## config.mk

```make
export PLATFORM = sky130hd
export DESIGN_NAME = split_combine_seq
export DESIGN_NICKNAME = d
export VERILOG_FILES = /design/src/rtl/split_combine_pkg.sv /design/src/rtl/split_combine_seq_field_sel.sv /design/src/rtl/split_combine_seq.sv
export SDC_FILE = /design/constraint.sdc
export NUM_CORES = 1
export LEC_CHECK = 0
export CAP_MARGIN = 20
export CORE_MARGIN = 2
export CORE_UTILIZATION = 50
export DETAILED_ROUTE_END_ITERATION = 12
export GPL_TIMING_DRIVEN = 0
export PLACE_DENSITY = 0.77
export SLEW_MARGIN = 20
export SYNTH_ARGS = -nofsm -noshare
export SYNTH_HDL_FRONTEND = slang
export SYNTH_HIERARCHICAL = 1
export SYNTH_SLANG_ARGS = --single-unit
```

## constraint.sdc

```tcl
create_clock -name clk -period 2.5 [get_ports clk]
set_clock_uncertainty 0.05 [all_clocks]
set_input_delay 0.25 -clock clk [delete_from_list [all_inputs] [get_ports clk]]
set_output_delay 0.25 -clock clk [all_outputs]
set_load 0.05 [all_outputs]
```

## src/rtl/split_combine_pkg.sv

```systemverilog
// split_combine_pkg: shared state encoding and combine-mode constants
package split_combine_pkg;

    typedef enum logic [1:0] {
        IDLE   = 2'd0,
        SPLIT  = 2'd1,
        RESULT = 2'd2
    } state_t;

    localparam int MODE_SUM = 0;
    localparam int MODE_REV = 1;

endpackage

```

## src/rtl/split_combine_seq_field_sel.sv

```systemverilog
// field_sel: combinational pick of field idx out of a packed word
module field_sel #(
    parameter int FIELD_W    = 2,
    parameter int NUM_FIELDS = 4,
    parameter int IDX_W      = $clog2(NUM_FIELDS)
) (
    input  logic [FIELD_W*NUM_FIELDS-1:0] word,
    input  logic [IDX_W-1:0]              idx,
    output logic [FIELD_W-1:0]            fld
);

    assign fld = word[idx*FIELD_W +: FIELD_W];

endmodule

```

## src/rtl/split_combine_seq.sv

```systemverilog
// split_combine_seq: splits a word into fields, then sums or reverse-concatenates them
module split_combine_seq
    import split_combine_pkg::*;
#(
    parameter  int FIELD_W    = 2,
    parameter  int NUM_FIELDS = 4,
    parameter  int MODE       = 0,
    localparam int IN_W       = FIELD_W*NUM_FIELDS,
    localparam int IDX_W      = $clog2(NUM_FIELDS)
) (
    input  logic               clk,
    input  logic               rst_n,
    input  logic               clear,
    input  logic               in_valid,
    output logic               in_ready,
    input  logic [IN_W-1:0]    in,
    output logic               fld_valid,
    input  logic               fld_ready,
    output logic [FIELD_W-1:0] fld,
    output logic [IDX_W-1:0]   fld_idx,
    output logic               fld_last,
    output logic               res_valid,
    input  logic               res_ready,
    output logic [IN_W:0]      number
);

    state_t             state;
    logic [IN_W-1:0]    word;
    logic [IDX_W-1:0]   idx;
    logic [IN_W:0]      acc;
    logic [IN_W:0]      acc_nxt;
    logic [IN_W:0]      ext;
    logic               at_last;

    field_sel #(
        .FIELD_W   (FIELD_W),
        .NUM_FIELDS(NUM_FIELDS),
        .IDX_W     (IDX_W)
    ) u_sel (
        .word(word),
        .idx (idx),
        .fld (fld)
    );

    assign at_last   = idx == IDX_W'(NUM_FIELDS-1);
    assign in_ready  = state == IDLE;
    assign fld_valid = state == SPLIT;
    assign fld_idx   = idx;
    assign fld_last  = fld_valid && at_last;

    always_comb begin
        ext     = (IN_W+1)'(fld);
        acc_nxt = (MODE == MODE_REV) ? ((acc << FIELD_W) | ext) : (acc + ext);
    end

    // res_valid rises one cycle after entering RESULT, when number is loaded
    always_ff @(posedge clk or negedge rst_n) begin
        if (!rst_n) begin
            state     <= IDLE;
            word      <= '0;
            idx       <= '0;
            acc       <= '0;
            number    <= '0;
            res_valid <= 1'b0;
        end else if (clear) begin
            state     <= IDLE;
            res_valid <= 1'b0;
        end else begin
            case (state)
                IDLE: if (in_valid) begin
                    word  <= in;
                    acc   <= '0;
                    idx   <= '0;
                    state <= SPLIT;
                end
                SPLIT: if (fld_ready) begin
                    acc <= acc_nxt;
                    if (at_last) state <= RESULT;
                    else idx <= idx + 1'b1;
                end
                RESULT: if (!res_valid) begin
                    number    <= acc;
                    res_valid <= 1'b1;
                end else if (res_ready) begin
                    res_valid <= 1'b0;
                    state     <= IDLE;
                end
                default: state <= IDLE;
            endcase
        end
    end

endmodule

```

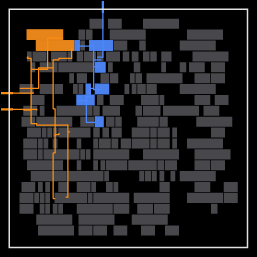
(run_1/port_nets.png)
(4 px per µm)
blue -> clear  # bits 1, direction input, edge top, end cells 8, buffers 1, wire 48.7 µm
orange -> fld_idx  # bits 2, direction output, edge left, end cells 2, buffers 2, wire 134 µm

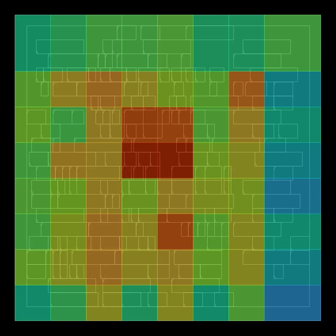
(run_1/final_congestion.png)
average routed wire per standard cell: 13.86 µm
met1 Use GR: 0.2690
Global Route met3 Usage: 0.07205

==> metrics.yaml, run 1 <==
outcome:
  status: "finished, final reports clean"
clock_network:
  cts_resized: 0
run:
  maxCapViolations: 0
detailed_routing:
  post-route-drc-count: 0
  first_iter_violations: 32
  viasPerCell: 5.308
placement:
  dpl.cell_count: 205
synthesis:
  synthesis.nets: 161
  mux_area_frac: 0.1215
  synth.largest_area_cell: "sky130_fd_sc_hd__dfrtp_1"
  postSynthSeqShare: 0.5090
  synth_area_mm2: 0.001524
cells_and_area:
  antenna_cells_inserted: 0
  reg.largest.list: "acc (9), number (9), word (8)"
critical_path:
  rrSetupSlack_ns: 0.26
  r2r_cells: 7
final_timing:
  finalHoldViolations: 0
pwr:
  power_switching_mw: 0.4998
  sw_ratio: 0.3714
global_route:
  grtUsageTotal: 0.2055
floorplanning:
  placementRows: 20
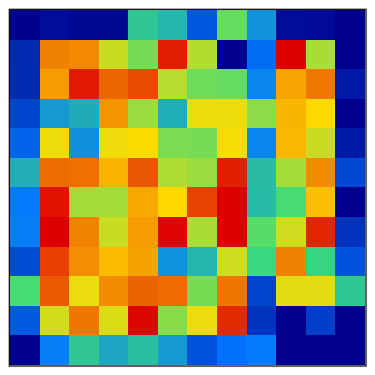
(run_1/density.png)
(6 px per µm) The die is cut into 12 by 12 equal tiles; dark blue is low, red is high, 0 to 100% covered.
nearly empty tiles = 9.7%
tiles over 75% full = 31%
emptiest ninth of the die = lower right

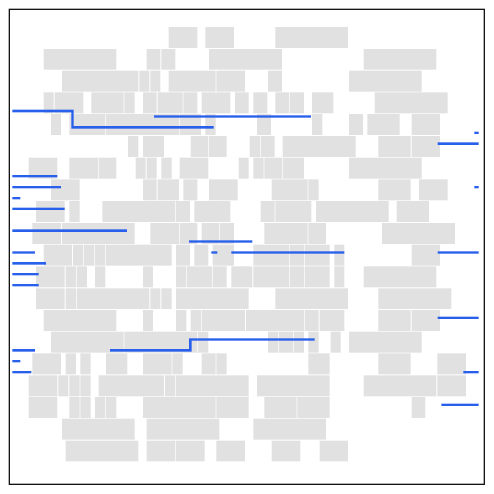
(run_1/met3.png)
(8 px per µm) Cells faint in the background.
share of all routed wire = 5.6%
longest straight run = 19.3 µm
Final Routed Wirelength: 2967 µm
vias after detailed routing: 1136

[run 1: power groups by stage]
stage | registers [mW] | logic (mW) | clock network [mW]
3_5_place_dp | 0.627 | 0.457 | 0
3_3_place_gp | 0.622 | 0.448 | 0
6_report | 0.615 | 0.453 | 0.278
5_1_grt | 0.628 | 0.496 | 0.311
4_1_cts | 0.617 | 0.458 | 0.288
2_1_floorplan | 0.665 | 0.265 | 0
[run 1: timing repair]
item,in CTS,in global routing
hold endpoints to repair,31,0
setup endpoints to repair,0,0
hold buffers,1,0
[run 1: synthesized netlist by cell type, types with 3 or more instances]
cell type                 instances
sky130_fd_sc_hd__nor2_1           9
sky130_fd_sc_hd__a21oi_1          4
sky130_fd_sc_hd__xnor2_1          3
sky130_fd_sc_hd__nand2_1         36
sky130_fd_sc_hd__nor4_2           3
sky130_fd_sc_hd__dfrtp_1         31
sky130_fd_sc_hd__ha_1             3
sky130_fd_sc_hd__o21ai_1          9
sky130_fd_sc_hd__nand3_1          5
sky130_fd_sc_hd__mux2_1          10
sky130_fd_sc_hd__buf_2            6
[run 1: final cells by class]
cell class                 instances  area (µm²)
clock buffer                       7       45.04
timing repair buffer              30       295.3
multi-input combinational        104       705.7
inverter                           2       7.507
sequential                        31       777.0
buffer                             6       30.03
fill                             251        1071
tap                               33       41.29
clock inverter                     1       5.005
[run 1: worst max-delay path, cell delays in order, from the launching register on]
cell	delay, ns
sky130_fd_sc_hd__dfrtp_1	0.43
sky130_fd_sc_hd__nand2b_1	0.24
sky130_fd_sc_hd__inv_2	0.17
sky130_fd_sc_hd__and2_1	0.14
sky130_fd_sc_hd__clkdlybuf4s50_1	0.80
[run 1: metal layers]
layer  vias to the layer above  wire length, µm
met5                         -                0
met4                         0               43
met1                       541             1302
met3                         5              165
li1                        563                -
met2                        27             1456
--- run 2 (diff from run 1) ---
Settings changed: CTS_CLUSTER_SIZE set to 40.
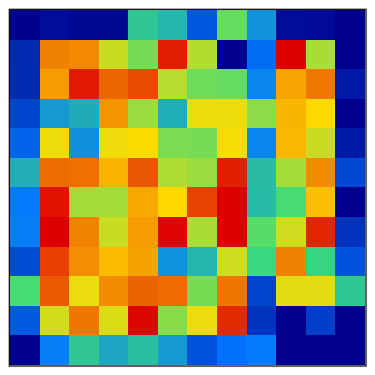
(run_2/density.png)
(6 px per µm) The die is cut into 12 by 12 equal tiles; dark blue is low, red is high, 0 to 100% covered.
emptiest ninth of the die = lower right
fullest tile = 100%
nearly empty tiles = 9.7%
mean over tiles = 53%
tiles over 75% full = 31%

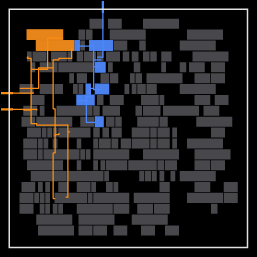
(run_2/port_nets.png)
(4 px per µm)
orange -> fld_idx  # bits 2, direction output, edge left, end cells 2, buffers 2, wire 134 µm
blue -> clear  # bits 1, direction input, edge top, end cells 8, buffers 1, wire 48.7 µm
Ports: 31
total of buffers placed on input and output ports: 29

==> metrics.yaml, run 2 <==
critical_path:
  worstPathCellList: "nand2b_1, inv_2, and2_1, clkdlybuf4s50_1"
  category_of_cells_accounting_for_the_largest_share_of_critical_path_delay: "buffers and inverters"
  delay_of_the_slowest_critical_path_stage_ns: 0.80  # about the same
  crit_buf_inv: 2  # unchanged
  critical-path-slowest-cell: "sky130_fd_sc_hd__clkdlybuf4s50_1"
detailed_routing:
  detail_route.wirelength_um: 2967  # unchanged
  post-route-drc-count: 0  # unchanged
  first_iter_violations: 32  # unchanged
  num_vias: 1136  # unchanged
  routed_wire_length_per_instance_um: 13.86  # unchanged
  viasPerCell: 5.308  # unchanged
synthesis:
  postSynthSeqShare: 0.5090  # unchanged
  synth.most_common_cell: "sky130_fd_sc_hd__nand2_1"
  synthesis.nets: 161  # unchanged
  ys_top_cells_by_count: "sky130_fd_sc_hd__nand2_1, sky130_fd_sc_hd__dfrtp_1, sky130_fd_sc_hd__mux2_1"
  synth_area_mm2: 0.001524  # unchanged
pwr:
  clock_net_power_mw: 0.278  # about the same
  sw_ratio: 0.3714  # unchanged
  power_top_consumer: "sequential cells"
  sequentialPower_mw: 0.615  # about the same
  power_switching_mw: 0.4998  # unchanged
  comb-power_mw: 0.453  # about the same
global_route:
  grtUsageTotal: 0.2055  # unchanged
clock_network:
  cts_resized: 0  # unchanged
  holdBufCountCts: 1  # unchanged
final_timing:
  finalHoldViolations: 0  # unchanged
placement:
  dpl.cell_count: 205  # unchanged
outcome:
  status: "finished, final reports clean"
cells_and_area:
  antenna_cells_inserted: 0  # unchanged
floorplanning:
  placementRows: 20  # unchanged
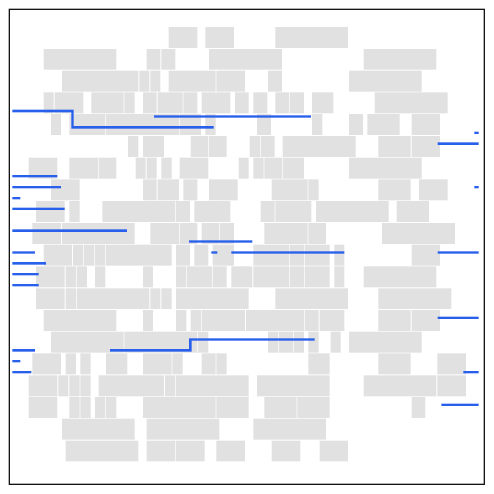
(run_2/met3.png)
(8 px per µm) Cells faint in the background.
wire length on this layer = 165 µm
nets with wire on the layer = 22
longest straight run = 19.3 µm

-- run 2: cell counts after synthesis --
Identical to the previous run, type by type.
-- run 2: path summary, 6_finish.rpt --
check / endpoint / slack, ns / cells past startpoint
setup / recovery: fld_last / 0.08 / 4
hold / removal: res_valid$_DFFE_PN0P_ / 0.13 / 2
setup reg to reg: acc[6]$_DFFE_PN0P_ / 0.26 / 7
hold reg to reg: word[7]$_DFFE_PN0P_ / 0.43 / 2
max in group asynchronous: fld_idx[0]$_DFFE_PN0P_ / 1.47 / 2
min in group asynchronous: acc[7]$_DFFE_PN0P_ / 0.44 / 2
-- run 2: through the flow --
stage	hold slack (ns)	instance area, µm²	setup slack [ns]
global placement	0.4013	1852	0.2674
global route	0.1372	1907	0.01343
detailed placement	0.2744	1847	0.2632
finish	0.1313	1907	0.08477
floorplan	-0.09559	1520	0.002459
CTS	0.1259	1907	0.06916
-- run 2: metal layers --
metal | track usage | vias to the layer above | wire, µm
met5 | 0 | - | 0
met4 | 0.06494 | 0 | 43
met3 | 0.07205 | 5 | 165
met2 | 0.3203 | 27 | 1456
met1 | 0.2690 | 541 | 1302
li1 | - | 563 | -
-- run 2: kinds of logic (layout without fill, tap and decap cells) --
kind of cell / after synthesis / count (layout) / share of synthesized area
AOI/OAI and AO/OA: 17 / 17 / 0.06404
xor gates and xnor gates: 3 / 3 / 0.01724
adders and majority gates: 4 / 4 / 0.03777
buffers and inverters: 8 / 46 / 0.02463
DFF: 31 / 31 / 0.5090
muxes: 14 / 14 / 0.1215
and+or+nand+nor: 66 / 66 / 0.2258
-- run 2: final cells by class --
cell class	instances	area (µm²)
sequential	31	777.0
clock buffer	7	45.04
clock inverter	1	5.005
fill	251	1071
tap	33	41.29
multi-input combinational	104	705.7
buffer	6	30.03
timing repair buffer	30	295.3
inverter	2	7.507
Power is estimated from default activity; no workload was simulated.
